### src/rtl/decoder2_4_sequential.sv
// rtl/decoder2_4_sequential.sv - registered 2-to-4 decoder with valid/ready input and programmable hold
//
// Optional feature macro: DEC2_4_EVENT_COUNT_EN (enables the dec_count event counter).
//
// Parameters:
//   HOLD_CYCLES  cycles the selected Y line stays high (1..255)
//   CNT_W        width of dec_count
// Ports:
//   clk        rising-edge clock
//   rst        synchronous active-high reset
//   en         block enable; low blocks acceptance and aborts an active hold
//   in_valid   code on A1,A0 is valid
//   A1, A0     code to decode, A1 is the MSB
//   in_ready   combinational: en and idle
//   Y3..Y0     registered one-hot outputs, zero when not holding
//   busy       registered, high while holding
//   done       registered one-cycle pulse after a normal hold completion
//   dec_count  accepted-transfer count (tied to 0 without the macro)

module decoder2_4_sequential #(
    parameter int HOLD_CYCLES = 4,
    parameter int CNT_W       = 8
) (
    input  logic             clk,
    input  logic             rst,
    input  logic             en,
    input  logic             in_valid,
    input  logic             A1,
    input  logic             A0,
    output logic             in_ready,
    output logic             Y3,
    output logic             Y2,
    output logic             Y1,
    output logic             Y0,
    output logic             busy,
    output logic             done,
    output logic [CNT_W-1:0] dec_count
);

    typedef enum logic {
        IDLE = 1'b0,
        HOLD = 1'b1
    } state_t;

    state_t      state_q, state_d;
    logic [7:0]  hold_cnt_q, hold_cnt_d;
    logic [1:0]  code_q, code_d;
    logic [3:0]  y_q, y_d;
    logic        busy_q, busy_d;
    logic        done_q, done_d;

    assign in_ready = en && (state_q == IDLE);

    always_comb begin
        state_d    = state_q;
        hold_cnt_d = hold_cnt_q;
        code_d     = code_q;
        y_d        = y_q;
        busy_d     = busy_q;
        done_d     = 1'b0;

        case (state_q)
            IDLE: begin
                y_d    = 4'b0000;
                busy_d = 1'b0;
                if (in_valid && in_ready) begin
                    code_d     = {A1, A0};
                    // Counter counts the remaining hold cycles after the first one.
                    hold_cnt_d = 8'(HOLD_CYCLES - 1);
                    state_d    = HOLD;
                    y_d        = 4'b0001 << {A1, A0};
                    busy_d     = 1'b1;
                end
            end
            HOLD: begin
                if (!en) begin
                    // Abort: enable wins over completion, and no done pulse.
                    state_d = IDLE;
                    y_d     = 4'b0000;
                    busy_d  = 1'b0;
                end else if (hold_cnt_q != 8'd0) begin
                    hold_cnt_d = hold_cnt_q - 8'd1;
                end else begin
                    state_d = IDLE;
                    y_d     = 4'b0000;
                    busy_d  = 1'b0;
                    done_d  = 1'b1;
                end
            end
            default: begin
                state_d = IDLE;
                y_d     = 4'b0000;
                busy_d  = 1'b0;
            end
        endcase
    end

    always_ff @(posedge clk) begin
        if (rst) begin
            state_q    <= IDLE;
            hold_cnt_q <= 8'd0;
            code_q     <= 2'b00;
            y_q        <= 4'b0000;
            busy_q     <= 1'b0;
            done_q     <= 1'b0;
        end else begin
            state_q    <= state_d;
            hold_cnt_q <= hold_cnt_d;
            code_q     <= code_d;
            y_q        <= y_d;
            busy_q     <= busy_d;
            done_q     <= done_d;
        end
    end

    assign Y3   = y_q[3];
    assign Y2   = y_q[2];
    assign Y1   = y_q[1];
    assign Y0   = y_q[0];
    assign busy = busy_q;
    assign done = done_q;

`ifdef DEC2_4_EVENT_COUNT_EN
    logic [CNT_W-1:0] dec_count_q, dec_count_d;
    logic             xfer;

    assign xfer = in_valid && in_ready;

    always_comb begin
        dec_count_d = dec_count_q;
        if (xfer) begin
            // Natural modulo-2^CNT_W wrap.
            dec_count_d = dec_count_q + 1'b1;
        end
    end

    always_ff @(posedge clk) begin
        if (rst) begin
            dec_count_q <= '0;
        end else begin
            dec_count_q <= dec_count_d;
        end
    end

    assign dec_count = dec_count_q;
`else
    assign dec_count = '0;
`endif

endmodule

### config.mk
export PLATFORM = sky130hd
export DESIGN_NAME = decoder2_4_sequential
export DESIGN_NICKNAME = d
export VERILOG_FILES = /design/src/rtl/decoder2_4_sequential.sv
export SDC_FILE = /design/constraint.sdc
export NUM_CORES = 1
export LEC_CHECK = 0
export ABC_AREA = 1
export CAP_MARGIN = 30
export CORE_MARGIN = 8
export CORE_UTILIZATION = 40
export CTS_CLUSTER_SIZE = 30
export DETAILED_ROUTE_END_ITERATION = 6
export GPL_TIMING_DRIVEN = 0
export PLACE_DENSITY = 0.68
export SETUP_SLACK_MARGIN = 0.15
export SLEW_MARGIN = 20
export SYNTH_ARGS = -nofsm -noshare
export SYNTH_HDL_FRONTEND = slang
export SYNTH_SLANG_ARGS = --single-unit
### constraint.sdc
create_clock -name clk -period 1.64 [get_ports clk]
set_input_delay 0.492 -clock clk [delete_from_list [all_inputs] [get_ports clk]]
set_output_delay 0.492 -clock clk [all_outputs]
set_load 0.02 [all_outputs]
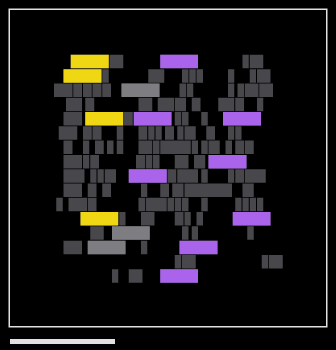
**Above:** run 1 (sequential cells grouped by signal name).
Scale bar: 20 um. Other sequential cells in the stronger gray, the rest of the logic in the fainter gray.
purple -> `hold_cnt_q`  # sequential cells 8
yellow -> `y_q`  # sequential cells 4
not colored = 3
Seq group: 395 uW
flop share of the area: 29.8%
Final Core Density: 53.0%

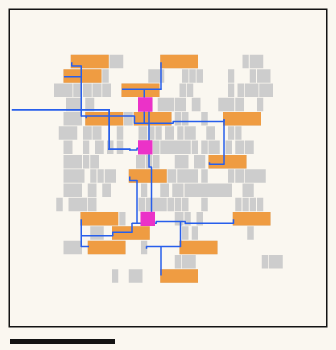
**Above:** run 1 (routed clock nets over the placement).
Scale bar: 20 um.
magenta -> cells driving clock nets  # count 3
orange -> flip-flops  # count 15
blue -> clock wires  # length 199 um
routed clock nets = 4

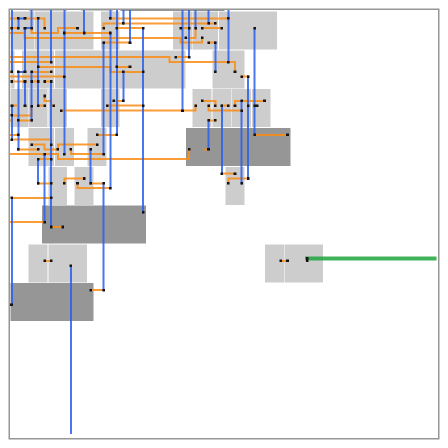
**Above:** run 1 (a small window of the routed layout).
Window x 30 to 60, y 0 to 30 um. Cells in gray, sequential cells in the stronger gray; small squares are vias.
green -> met3
blue -> met2
orange -> met1
cells with their middle in the window = 30
most frequent = nand2_1 (5), nor2_1 (5), inv_1 (4)
netlist names of flops here include = `hold_cnt_q` (3)
sequential cells in the window = 3

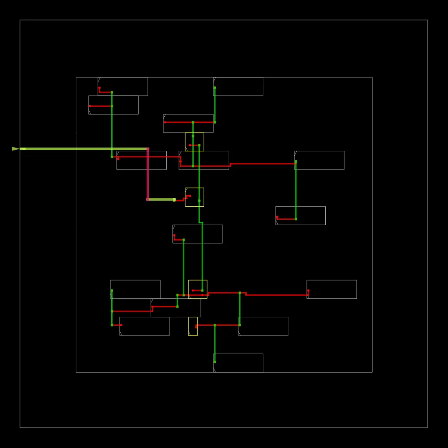
**Above:** run 1 (the clock network).
clock buffer count: 4
Flops: 15

==> impl_metrics.env, run 1 <==
# source this file to load flow results
export IMPL_htree_num_levels=1
export IMPL_path_cells="dlygate4sd2_1"
export IMPL_antenna_found_initial=0
export IMPL_finalSetupTns_ns=0
export IMPL_gr_total_overflow=0
export IMPL_power_switching_uw=262
export IMPL_status="finished, final reports clean"
export IMPL_critical_path_reg2reg_endpoint="busy"
export IMPL_p_per_area_nw_per_um2=810
export IMPL_hold_path_class="in2reg"
export IMPL_setup_violations=0
export IMPL_num_vias=721
export IMPL_avgSynthCellArea_sq_um=7.09
export IMPL_dp_worst_setup_slack_ns=-0.574
export IMPL_warning_count=27
export IMPL_gp_congestion=0.840
export IMPL_worst_path_largest_cell_delay_ns=0.34
export IMPL_grt_total_usage_pct=10.2
export IMPL_reg2reg_from="hold_cnt_q[0]"
export IMPL_die_width_um=60.1
export IMPL_p_sw_share_pct=32.2
export IMPL_finalWirelength_um=1730
export IMPL_period_minus_slack_ns=1.45
export IMPL_crit_end="Y1"
export IMPL_criticalPathCategory="reg2out"
export IMPL_clock_root_buffer="clkbuf_4"
export IMPL_portBuffers=11
export IMPL_final_nets=142
export IMPL_worstSetupStartpoint="y_q[1]"
export IMPL_yosysWarnings=0
export IMPL_post_route_worst_setup_slack_ns=0.193
export IMPL_fin_skew_ns=0.00206
export IMPL_combPwrFrac_pct=25.8
export IMPL_start_kind="flip-flop"
export IMPL_synthesis_area_sq_um=779
export IMPL_syn_inst=110
export IMPL_arrival_ns=0.95
export IMPL_synth_cell_types=21
export IMPL_grt_pass1_vias=692
export IMPL_place_hpwl_um=1280
export IMPL_fmax_mhz=691
export IMPL_clkSinkCount=15
export IMPL_final_cell_mix="nand2_1 (17), dfxtp_1 (15), nor2_1 (14), nand3_1 (14), inv_1 (13)"
export IMPL_grt_max_degree=11
export IMPL_dpl_cell_area_sq_um=952
export IMPL_internal_power_uw=553
export IMPL_critPathCaptureType="primary output"
export IMPL_wl_per_cell_um=10.8
export IMPL_critical_path_buf_inv_count=1
export IMPL_cts_tree="built"
export IMPL_numCtsBuffers=3
export IMPL_flop_area_sq_um=300
export IMPL_reg2reg_depth=8
export IMPL_clock_latency_ns=0.28
export IMPL_design_area_sq_um=1010
export IMPL_grt_first_pass_wirelength_um=2860
export IMPL_core_region_area_sq_um=1900
export IMPL_drtIter0Drc=14
export IMPL_io_pins=21
export IMPL_slowest_stage="dfxtp_1"
export IMPL_grt_setup_unrepaired="false"
export IMPL_drc=0
export IMPL_p_leak_uw=0.000487
export IMPL_max_vdd_ir_drop_v=0.000407
export IMPL_ys_seq_share_pct=38.5
export IMPL_ys_cells=110
export IMPL_area_delta_synth_final_pct=29.2
export IMPL_n_antenna_cell=0
export IMPL_drt_pass1_iter_count=5
export IMPL_p_clk_share_pct=25.8
export IMPL_finalCritPeriodShare_pct=88.2
export IMPL_p_seq_share_pct=48.4
export IMPL_comb_area_sq_um=415
export IMPL_ys_area_sq_um=779
export IMPL_fp_dieH_um=60.1
export IMPL_ant_nets=0
export IMPL_drt_vias_per_instance=4.48
export IMPL_drive_above_1_share_pct=19.4
export IMPL_critPathTopFamily="flip-flops"
export IMPL_final_max_slew_viol_count=0
export IMPL_cts_buffer_depth=2
export IMPL_fp_util_pct=41.0
export IMPL_cp_depth=1
export IMPL_critPathRequiredTime_ns=1.15
==> run 1: power by group through the flow <==
stage | sequential (uW) | clock, uW | combinational, uW
2_1_floorplan | 403 | 0 | 149
3_3_place_gp | 402 | 0 | 192
3_5_place_dp | 403 | 0 | 195
4_1_cts | 394 | 218 | 195
5_1_grt | 397 | 239 | 239
6_report | 395 | 210 | 211
==> run 1: per-stage QoR <==
stage                     instances  power, uW  hold slack, ns
after detailed placement        155        597           0.463
final                           161        816           0.473
after global placement          155        594           0.453
after CTS                       159        807           0.484
after floorplan                 117        551           0.454
after global routing            161        875           0.479
==> run 1: sequential cells by signal, indices dropped and copies added, names as in the netlist <==
name        flops
hold_cnt_q      8
busy            1
done            1
state_q         1
y_q             4
==> run 1: Yosys cell counts (all sizes together) <==
| library cell | number | area, sq um |
|---|---|---|
| nor3 | 3 | 15.0 |
| buf | 9 | 63.8 |
| nand3 | 14 | 70.1 |
| inv | 15 | 56.3 |
| a21oi | 8 | 40.0 |
| conb | 1 | 3.75 |
| nand2 | 21 | 93.8 |
| nand4 | 2 | 12.5 |
| a31oi | 1 | 6.26 |
| ha | 1 | 12.5 |
| xor2 | 1 | 8.76 |
| dfxtp | 15 | 300 |
| o21a | 1 | 7.51 |
| nor2 | 16 | 67.6 |
| o21ai | 2 | 21.3 |
==> run 1: what timing repair did <==
item | 4_1_cts | 5_1_grt
hold buffers | 0 | 0
hold endpoints to repair | 0 | 0
endpoints found under the setup margin | 13 | 14
cloned | 0 | 1
gates resized | 14 | 10
buffers inserted | 0 | 1
pin swaps | 1 | 2
==> run 1: layout make-up <==
class / instances / share of cell area (%)
Buffer: 9 / 6.34
Clock buffer: 4 / 2.61
Inverter: 15 / 5.59
Multi-Input combinational cell: 79 / 41.2
Sequential cell: 15 / 29.8
Tap cell: 27 / 3.35
Timing Repair Buffer: 12 / 11.1
==> run 1: worst min-delay path by stage <==
stage | slack, ns | cells after the start | to | from
detailed placement | 0.46 | 1 | busy | busy
floorplan | 0.45 | 2 | hold_cnt_q[1] | hold_cnt_q[1]
global placement | 0.45 | 1 | busy | busy
CTS | 0.48 | 1 | busy | busy
global route | 0.48 | 3 | done | en
finish | 0.47 | 3 | done | en
==> run 1: metal layers <==
| layer | part of all wire (%) | GRT usage, % |
|---|---|---|
| met2 | 49 | 16.5 |
| met5 | 0 | 0 |
| met1 | 45 | 11.6 |
| met3 | 5.5 | 3.23 |
| met4 | 0.40 | 5.10 |
==> run 1: logic make-up after synthesis <==
family / after synthesis / synth area share (%)
other: 1 / 0.481
AOI/OAI and AO/OA: 12 / 9.63
and+or+nand+nor: 56 / 33.2
DFF: 15 / 38.5
adders and majority gates: 1 / 1.60
buffers and inverters: 24 / 15.4
xor gates and xnor gates: 1 / 1.12
**Run 1: sizing map**

Scale bar: 20 um.
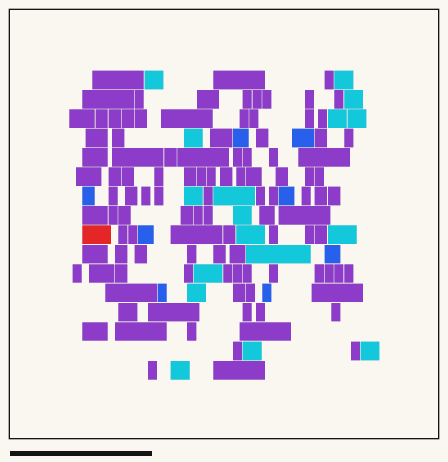

==> run 1 -> run 2 <==
--- a/config.mk
+++ b/config.mk
@@ -7,12 +7,14 @@
 export LEC_CHECK = 0
 export ABC_AREA = 1
 export CAP_MARGIN = 30
+export CELL_PAD_IN_SITES_DETAIL_PLACEMENT = 0
+export CELL_PAD_IN_SITES_GLOBAL_PLACEMENT = 2
 export CORE_MARGIN = 8
-export CORE_UTILIZATION = 40
+export CORE_UTILIZATION = 25
 export CTS_CLUSTER_SIZE = 30
 export DETAILED_ROUTE_END_ITERATION = 6
 export GPL_TIMING_DRIVEN = 0
-export PLACE_DENSITY = 0.68
+export PLACE_DENSITY = 0.84
 export SETUP_SLACK_MARGIN = 0.15
 export SLEW_MARGIN = 20
 export SYNTH_ARGS = -nofsm -noshare
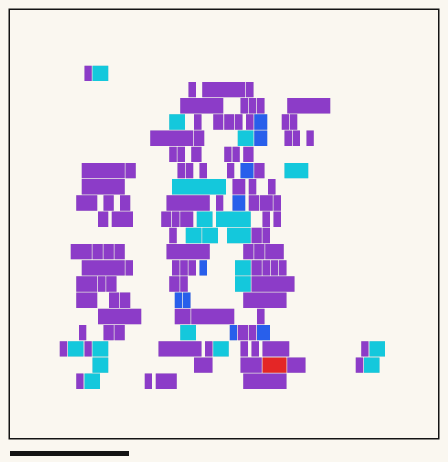
**Above:** run 2 (sizing map).
Scale bar: 20 um.
blue -> drive 2  # cells 9, share 6.5%
purple -> drive 1 or less  # cells 108, share 78%, most used nand2_1
red -> drive 6 and up  # cells 1, share 0.72%, most used buf_6
cyan -> drive 3 to 4  # cells 20, share 14%, most used buf_4

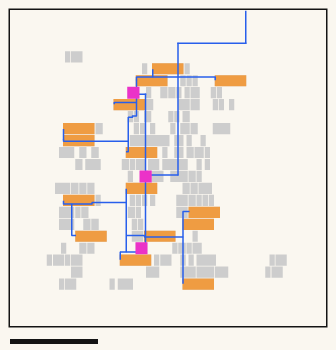
**Above:** run 2 (routed clock nets over the placement).
Scale bar: 20 um.
P_clk: 214 uW
clock power share: 26.0%
worst clock skew: 0.00383 ns
Clock Latency Late Sink: 0.29 ns

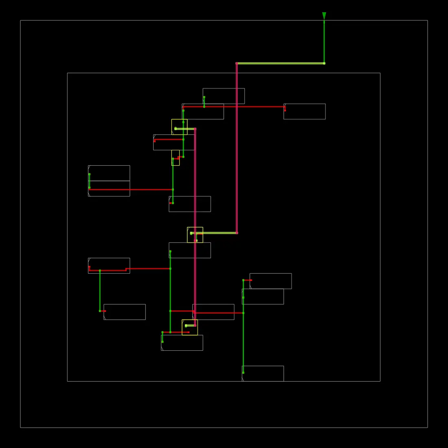
**Above:** run 2 (the clock network).
CTS sink cnt: 15
CTS buffer count: 3

==> run 2 against run 1 <==
Global-route usage down 2.7 points. Via count up 5.3%. Routed wire length up 5.9%. Clock power up 2%. Clock skew up 0.0018 ns. Die area up 43%.
==> impl_metrics.env, run 2 <==
# source this file to load flow results
export IMPL_place_hpwl_um=1390
export IMPL_core_region_area_sq_um=3000
export IMPL_largest_reg_flops=8
export IMPL_arrival_ns=0.95
export IMPL_slowest_stage="dfxtp_1"
export IMPL_ys_cells=110
export IMPL_gp_congestion=0.736
export IMPL_final_cells=171
export IMPL_final_max_slew_viol_count=0
export IMPL_cts_buffer_depth=2
export IMPL_top_register="hold_cnt_q"
export IMPL_grt_setup_unrepaired="false"
export IMPL_drc=0
export IMPL_htree_num_levels=1
export IMPL_synthFlopType="dfxtp_1"
export IMPL_synth_cell_types=21
export IMPL_finalWirelength_um=1830
export IMPL_die_width_um=71.8
export IMPL_critical_path_buf_inv_count=1
export IMPL_critPathCaptureType="primary output"
export IMPL_warning_count=27
export IMPL_num_vias=759
export IMPL_yosysTopAreaCellShare_pct=38.5
export IMPL_hold_path_class="reg2reg"
export IMPL_final_cell_mix="nand2_1 (17), dfxtp_1 (15), nor2_1 (14), nand3_1 (14), buf_4 (13)"
export IMPL_gr_total_overflow=0
export IMPL_syn_inst=110
export IMPL_fin_hold_ws_ns=0.474
export IMPL_ys_area_sq_um=779
export IMPL_drive_above_1_share_pct=21.7
export IMPL_fmax_mhz=692
export IMPL_status="finished, final reports clean"
export IMPL_grt_max_degree=11
export IMPL_max_vdd_ir_drop_v=0.000276
export IMPL_drtIter0Drc=15
export IMPL_synth_edff_count=0
export IMPL_fp_util_pct=26.0
export IMPL_grt_first_pass_wirelength_um=2930
export IMPL_ant_nets=0
export IMPL_p_per_area_nw_per_um2=789
export IMPL_critPathRequiredTime_ns=1.15
export IMPL_n_antenna_cell=0
export IMPL_min_delay_start="busy"
export IMPL_wl_per_cell_um=10.7
export IMPL_reg2reg_from="hold_cnt_q[1]"
export IMPL_grt_total_usage_pct=7.44
export IMPL_post_route_worst_setup_slack_ns=0.195
export IMPL_synth_area_top_cells="dfxtp_1 (39%), nand3_1 (9.0%), nand2_1 (8.2%)"
==> run 2: netlist changes by cell type in the layout (fill, tap and decap cells not counted), sizes merged <==
cell	delta
dlymetal6s2s	+1
clkbuf	-1
buf	+4
==> run 2: timing repair <==
item                       4_1_cts  5_1_grt
pin swaps                        1        3
setup buffers                    0        5
cloned                           0        1
resized                         14        8
setup endpoints to repair       16       18
==> run 2: routing by layer <==
layer  wire, um  track usage [%]  vias to the layer above
met5          0                0                        -
met4         64             6.80                        0
met3         78             2.37                        5
met2        928             12.6                       15
met1        761             7.09                      343
li1           -                -                      396
==> run 2: worst max path at each step <==
stage / from / depth (start not counted) / to
6_report: busy / 1 / busy
3_3_place_gp: en / 4 / in_ready
3_5_place_dp: en / 4 / in_ready
2_1_floorplan: en / 7 / hold_cnt_q[4]
5_1_grt: hold_cnt_q[1] / 9 / hold_cnt_q[7]
4_1_cts: en / 4 / in_ready
==> run 2: area by class of cell <==
class,count,area [sq um],share of cell area (%)
multi-input combinational,79,407,39.0
sequential,15,300,28.8
timing repair buffer,16,149,14.3
buffer,9,63.8,6.12
inverter,15,56.3,5.40
tap,33,41.3,3.96
clock buffer,4,26.3,2.52
==> run 2: logic make-up (layout without fill, tap and decap cells) <==
family                     count (synthesis)  after routing  share of synthesized area, %
adders and majority gates                  1              1                          1.60
DFF                                       15             15                          38.5
other                                      1              8                         0.481
AOI/OAI and AO/OA                         12             12                          9.63
buffers and inverters                     24             44                          15.4
xor gates and xnor gates                   1              1                          1.12
and+or+nand+nor                           56             57                          33.2
==> run 2: metrics by stage <==
step / setup TNS (ns) / total power (uW) / instance area, sq um / util [%]
finish: 0 / 824 / 1040 / 34.8
global route: 0 / 878 / 1040 / 34.8
CTS: -0.113 / 820 / 978 / 32.6
detailed placement: -2.69 / 600 / 960 / 32.0
global placement: -2.77 / 597 / 960 / 32.0
floorplan: 0 / 551 / 808 / -
==> run 2: report_power, final <==
part / leakage (uW) / switching (uW) / internal (uW)
Combinational: 0.000369 / 132 / 83.8
Clock: 0.0000150 / 120 / 94.6
Sequential: 0.000122 / 12.8 / 381
==> run 2 -> run 3 <==
--- a/config.mk
+++ b/config.mk
@@ -16,7 +16,7 @@
 export GPL_TIMING_DRIVEN = 0
 export PLACE_DENSITY = 0.84
 export SETUP_SLACK_MARGIN = 0.15
-export SLEW_MARGIN = 20
+export SLEW_MARGIN = 10
 export SYNTH_ARGS = -nofsm -noshare
 export SYNTH_HDL_FRONTEND = slang
 export SYNTH_SLANG_ARGS = --single-unit
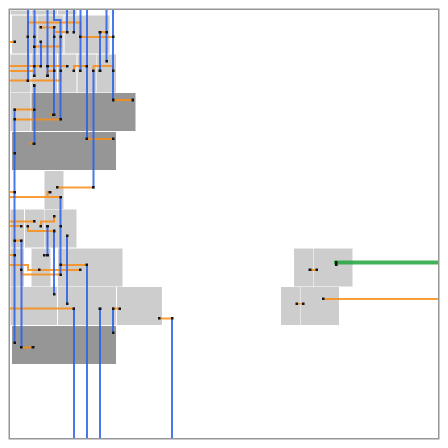
**Above:** run 3 (a small window of the routed layout).
Window x 39 to 69, y 3 to 33 um. Cells in gray, sequential cells in the stronger gray; small squares are vias.
green -> met3
orange -> met1
blue -> met2
sequential cells in the window = 3
most frequent = buf_4 (4), nand2_1 (3), dfxtp_1 (3)
netlist names of flops here include = `hold_cnt_q` (2), `done` (1)
cells with their middle in the window = 26

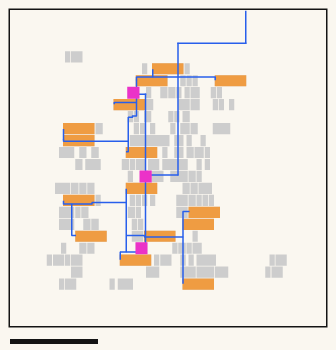
**Above:** run 3 (routed clock nets over the placement).
Scale bar: 20 um.
magenta -> cells driving clock nets  # count 3
orange -> flip-flops  # count 15
blue -> clock wires  # length 241 um
routed clock nets = 4

==> run 3 against run 2 <==
Count of clock-buffer cells in the layout stayed put. Core utilization stayed put. Synthesized cell count stayed put. Global-route usage stayed put. Largest power group unchanged. Synthesized area stayed put. Total power stayed put. First-iteration DRC count stayed put. Combinational power hardly changed.
==> impl_metrics.env, run 3 <==
# source this file to load flow results
export IMPL_finalWirelength_um=1830
export IMPL_use_met3_pct=2.37
export IMPL_arrival_ns=0.95
export IMPL_ys_seq_share_pct=38.5
export IMPL_clock_root_buffer="clkbuf_4"
export IMPL_num_vias=759
export IMPL_ant_nets=0
export IMPL_yosysTopAreaCellShare_pct=38.5
export IMPL_min_to="busy"
export IMPL_io_pins=21
export IMPL_post_route_worst_setup_slack_ns=0.195
export IMPL_gr_total_overflow=0
export IMPL_cts_tree="built"
export IMPL_ys_cells=110
export IMPL_hold_depth=1
export IMPL_antenna_found_initial=0
export IMPL_largest_area_cell="dfxtp_1"
export IMPL_final_cell_mix="nand2_1 (17), dfxtp_1 (15), nor2_1 (14), nand3_1 (14), buf_4 (13)"
export IMPL_warning_count=27
export IMPL_synthesis_area_sq_um=779
export IMPL_slowest_stage="dfxtp_1"
export IMPL_status="finished, final reports clean"
export IMPL_area_delta_synth_final_pct=33.9
export IMPL_wl_per_cell_um=10.7
export IMPL_reg2reg_from="hold_cnt_q[1]"
export IMPL_largest_reg_flops=8
export IMPL_core_region_area_sq_um=3000
export IMPL_clkSinkCount=15
export IMPL_worst_path_largest_cell_delay_ns=0.33
export IMPL_drt_pass1_iter_count=4
export IMPL_path_cells="dlygate4sd2_1"
export IMPL_grt_max_degree=11
export IMPL_critical_path_buf_inv_count=1
export IMPL_fp_dieH_um=71.8
export IMPL_ys_area_sq_um=779
export IMPL_avgSynthCellArea_sq_um=7.09
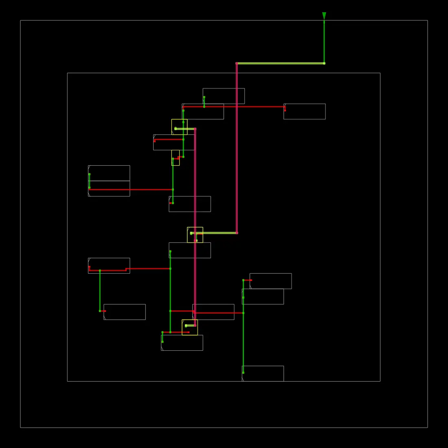
**Above:** run 3 (the clock network).

-- run 3: cell counts after synthesis --
Identical to the previous run, type by type.
-- run 3: repair_timing --
item	CTS	global route
cloned	0	1
buffers inserted	0	5
setup endpoints to repair	16	18
gates resized	14	8
pin swaps	1	3
-- run 3: area by class of cell --
type                    instances  area, sq um
multi-input cells              79          407
plain buffers                   9         63.8
fillers                       331         1960
flip-flops and latches         15          300
inverters                      15         56.3
repair buffers                 16          149
well taps                      33         41.3
clock buffers                   4         26.3
-- run 3: through the flow --
step	instances	cell area [sq um]	total power, uW
2_1_floorplan	117	808	551
3_3_place_gp	161	960	597
3_5_place_dp	161	960	600
4_1_cts	165	978	820
5_1_grt	171	1040	878
6_report	171	1040	824
-- run 3: routing by layer --
layer | vias up | wire [um]
met5 | - | 0
met4 | 0 | 64
met3 | 5 | 78
met2 | 15 | 928
met1 | 343 | 761
li1 | 396 | -
-- run 3: kinds of logic after synthesis --
family / after synthesis / share of synthesized area (%)
AND/OR/NAND/NOR: 56 / 33.2
buffers and inverters: 24 / 15.4
flip-flops: 15 / 38.5
AND-OR/OR-AND: 12 / 9.63
XOR/XNOR: 1 / 1.12
other: 1 / 0.481
adder cells (fa/ha/maj): 1 / 1.60
-- run 3: worst max path at each step --
stage	startpoint	endpoint	slack [ns]	depth (start not counted)
floorplan	en	hold_cnt_q[4]	0.26	7
global placement	en	in_ready	-0.57	4
detailed placement	en	in_ready	-0.57	4
CTS	en	in_ready	-0.11	4
global route	hold_cnt_q[1]	hold_cnt_q[7]	0.12	9
finish	busy	busy	0.19	1
-- run 3: power by group --
| part | switching [uW] | internal [uW] | total [uW] |
|---|---|---|---|
| sequential | 12.8 | 381 | 394 |
| clock | 120 | 94.6 | 214 |
| combinational | 132 | 83.8 | 216 |
| total | 265 | 559 | 824 |
Power is estimated from default activity; no workload was simulated.
